### src/rtl/pipe_perf_monitor.sv
// Performance-event monitor: counts run cycles and per-cycle pipeline events,
// halts at a cycle budget and serves atomic snapshots through a registered read port.
module pipe_perf_monitor #(
  parameter  int NUM_EVT     = 2,
  parameter  int CNT_W       = 32,
  parameter  int HALT_CYCLES = 30,
  parameter  int SATURATE    = 0,
  localparam int SEL_W       = $clog2(NUM_EVT + 1)
) (
  input  logic               clk_i,
  input  logic               rst_i,
  input  logic               start_i,
  input  logic [NUM_EVT-1:0] evt_i,
  input  logic               clear_i,
  input  logic               snap_i,
  input  logic [SEL_W-1:0]   rd_sel_i,
  output logic [CNT_W-1:0]   rd_data_o,
  output logic               snap_valid_o,
  output logic [NUM_EVT:0]   ovf_o,
  output logic               running_o,
  output logic               halt_o
);

  localparam int NUM_CNT = NUM_EVT + 1;

  typedef enum logic [1:0] {
    S_IDLE,
    S_RUN,
    S_HALT
  } state_t;

  state_t             r_state;
  logic [CNT_W-1:0]   r_cnt [NUM_CNT];
  logic [CNT_W-1:0]   r_shd [NUM_CNT];
  logic [NUM_CNT-1:0] r_ovf;
  logic [CNT_W-1:0]   r_rd_data;
  logic               r_snap_valid;

  logic               w_run;
  logic               w_hit;
  logic [NUM_CNT-1:0] w_inc;
  logic [NUM_CNT-1:0] w_max;
  logic [CNT_W-1:0]   w_nxt [NUM_CNT];

  assign w_run = (r_state == S_RUN);

  // Slot 0 is the cycle counter; slot k+1 tracks event k.
  // NOTE: every always_comb output gets a default first so no latch is inferred.
  always_comb begin
    w_inc = {evt_i & {NUM_EVT{w_run}}, w_run};
    w_max = '0;
    for (int i = 0; i < NUM_CNT; i++) begin
      w_nxt[i] = r_cnt[i];
      w_max[i] = (r_cnt[i] == '1);
      if (w_inc[i] && !(w_max[i] && SATURATE != 0))
        w_nxt[i] = r_cnt[i] + CNT_W'(1);
    end
  end

  assign w_hit = w_run && (HALT_CYCLES != 0) && (w_nxt[0] == CNT_W'(HALT_CYCLES));

  // NOTE: sequential state uses non-blocking assignments only, so every reader
  //       (shadow capture, read port) sees the values registered before this edge.
  always_ff @(posedge clk_i) begin
    if (rst_i) begin
      r_state      <= S_IDLE;
      r_ovf        <= '0;
      r_rd_data    <= '0;
      r_snap_valid <= 1'b0;
      // NOTE: the shadow bank is a handful of flops, not RAM, so it is reset explicitly.
      for (int i = 0; i < NUM_CNT; i++) begin
        r_cnt[i] <= '0;
        r_shd[i] <= '0;
      end
    end else begin
      r_snap_valid <= snap_i;
      if (snap_i) begin
        for (int i = 0; i < NUM_CNT; i++) r_shd[i] <= r_cnt[i];
      end

      if (rd_sel_i <= SEL_W'(NUM_EVT)) r_rd_data <= r_shd[rd_sel_i];
      else                             r_rd_data <= '0;

      if (clear_i) begin
        r_state <= S_IDLE;
        r_ovf   <= '0;
        for (int i = 0; i < NUM_CNT; i++) r_cnt[i] <= '0;
      end else begin
        r_ovf <= r_ovf | (w_inc & w_max);
        for (int i = 0; i < NUM_CNT; i++) r_cnt[i] <= w_nxt[i];
        unique case (r_state)
          S_IDLE: if (start_i) r_state <= S_RUN;
          S_RUN: begin
            // Reaching the budget wins over a same-cycle pause request.
            if (w_hit)         r_state <= S_HALT;
            else if (!start_i) r_state <= S_IDLE;
          end
          S_HALT:  r_state <= S_HALT;
          default: r_state <= S_IDLE;
        endcase
      end
    end
  end

  assign rd_data_o    = r_rd_data;
  assign snap_valid_o = r_snap_valid;
  assign ovf_o        = r_ovf;
  assign running_o    = (r_state == S_RUN);
  assign halt_o       = (r_state == S_HALT);

endmodule

### config.mk
export PLATFORM = sky130hd
export DESIGN_NAME = pipe_perf_monitor
export DESIGN_NICKNAME = d
export VERILOG_FILES = /design/src/rtl/pipe_perf_monitor.sv
export SDC_FILE = /design/constraint.sdc
export NUM_CORES = 1
export LEC_CHECK = 0
export ABC_AREA = 0
export CORE_MARGIN = 2
export CORE_UTILIZATION = 40
export DETAILED_ROUTE_END_ITERATION = 16
export PLACE_DENSITY = 0.58
export REMOVE_ABC_BUFFERS = 1
export SLEW_MARGIN = 20
export SYNTH_ARGS = -nofsm -noshare
export SYNTH_HDL_FRONTEND = slang
export SYNTH_SLANG_ARGS = --single-unit
export TNS_END_PERCENT = 50
### constraint.sdc
create_clock -name clk_i -period 6.2 [get_ports clk_i]
set_input_delay 0.62 -clock clk_i [delete_from_list [all_inputs] [get_ports clk_i]]
set_output_delay 0.62 -clock clk_i [all_outputs]
set_load 0.01 [all_outputs]
### Cell classes on the final placement

Scale: 3 px per µm. Fill, decap, tap and diode cells in grey.
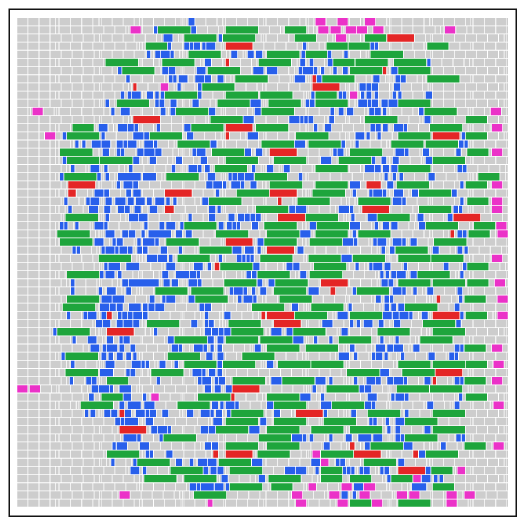
Key: red = clock drivers and dummy loads [cells 48, share of their area 6.5%]; blue = remaining logic cells [cells 701, share of their area 35%]; magenta = remaining buffers and delay cells [cells 55, share of their area 4.4%]; green = sequential cells [cells 230, share of their area 54%]

==> flow_metrics.py <==
# Metrics from the implementation run
metrics = {
    "status": {
        "outcome": "finished, final reports clean",
    },
    "detailed_routing": {
        "wirelength_mm": 21.27,
        "final_antenna_net_count": 0,
    },
    "logic_synthesis": {
        "topCellsByArea": "edfxtp_1 53%, dfxtp_1 7.0%, and2_1 6.0%",
        "synth_top_cell_by_area": "edfxtp_1",
        "avgSynthCellArea_um2": 11.33,
        "simple_gate_share": 0.2204,
        "ys_sh_mux": 0.03238,
        "yosys-top-cells-count": "192 x edfxtp_1, 165 x nor2_1, 104 x and2_1",
        "postSynthCellCount": 955,
        "ys_warn_count": 0,
    },
    "setup_path": {
        "cp_max_fo": 9,
        "arrival_ps": 3220,
        "crit_chain": "ha_1 > nand4_2 > or3_4 > nor4_4 > nand3_2 > a2111oi_4 > nand4_2 > and4b_1",
        "crit_type": "flop to flop",
    },
    "power": {
        "top_power_group": "registers",
        "clkPwrFrac": 0.410,
        "power_mw": 3.463,
        "p_seq_frac": 0.531,
    },
    "sta": {
        "final-setup-viol-count": 0,
        "setup_slack_ps": 3399,
        "worst_slew_pin_slew_ps": 1026,
        "fmax_mhz": 357.0,
    },
    "clock_tree": {
        "htree_levels": 1,
        "clock_path_buffers": 3,
        "numCtsBuffers": 26,
        "postCtsResizedCells": 0,
    },
    "cells_and_area": {
        "comb_share": 0.3330,
        "fin_area_um2": 12420,
        "final_cells": 1375,
    },
    "placed_design": {
        "post-place-ws_ps": 3098,
    },
    "global_routing": {
        "grt_use_met2": 0.2376,
        "use_met1": 0.2237,
    },
}
### Sequential cells coloured by netlist name

Scale: 3 px per µm. Other sequential cells in the stronger grey, the rest of the logic in the fainter grey.
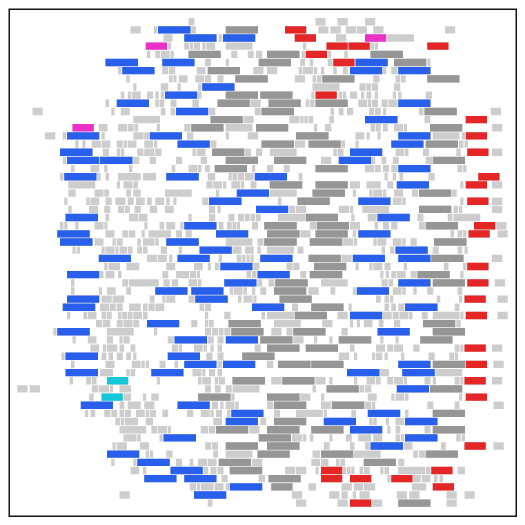
Key: blue = `r_cnt` [placed flops 96, where spread over the die]; red = `rd_data_o` [placed flops 32]; cyan = `r_state` [placed flops 2]; magenta = `ovf_o` [placed flops 3]
Another 97 sequential cells are not coloured.
Flop area: 6526 µm²
flop share of the area: 0.5255
Seq power: 1.84 mW
Final Util: 0.4647

==> worst paths after layout <==
check	from	endpoint	slack (ps)	cells after the start
setup / recovery	r_cnt[0][0]	r_state[0]	3400	8
hold / removal	ovf_o[1]	ovf_o[1]	480	2
setup reg to reg	r_cnt[0][0]	r_state[0]	3400	8
hold reg to reg	ovf_o[1]	ovf_o[1]	480	2
==> registers in the layout, summed over array words and instances (netlist names) <==
signal,flops
r_state,2
ovf_o,3
r_cnt,96
snap_valid_o,1
rd_data_o,32
r_shd,96
==> cells in the final DEF, fill, tap and decap left out, types with 35 or more instances in the layout <==
cell and instances:
a21oi_1 50, and2_1 104, clkdlybuf4s50_1 45, dfxtp_1 38, edfxtp_1 192, mux2i_1 35, nand2_1 54, nor2_1 164
xnor2_1 37, xor2_1 48
Power figures rest on the tool's default switching activity, not on a simulated workload.
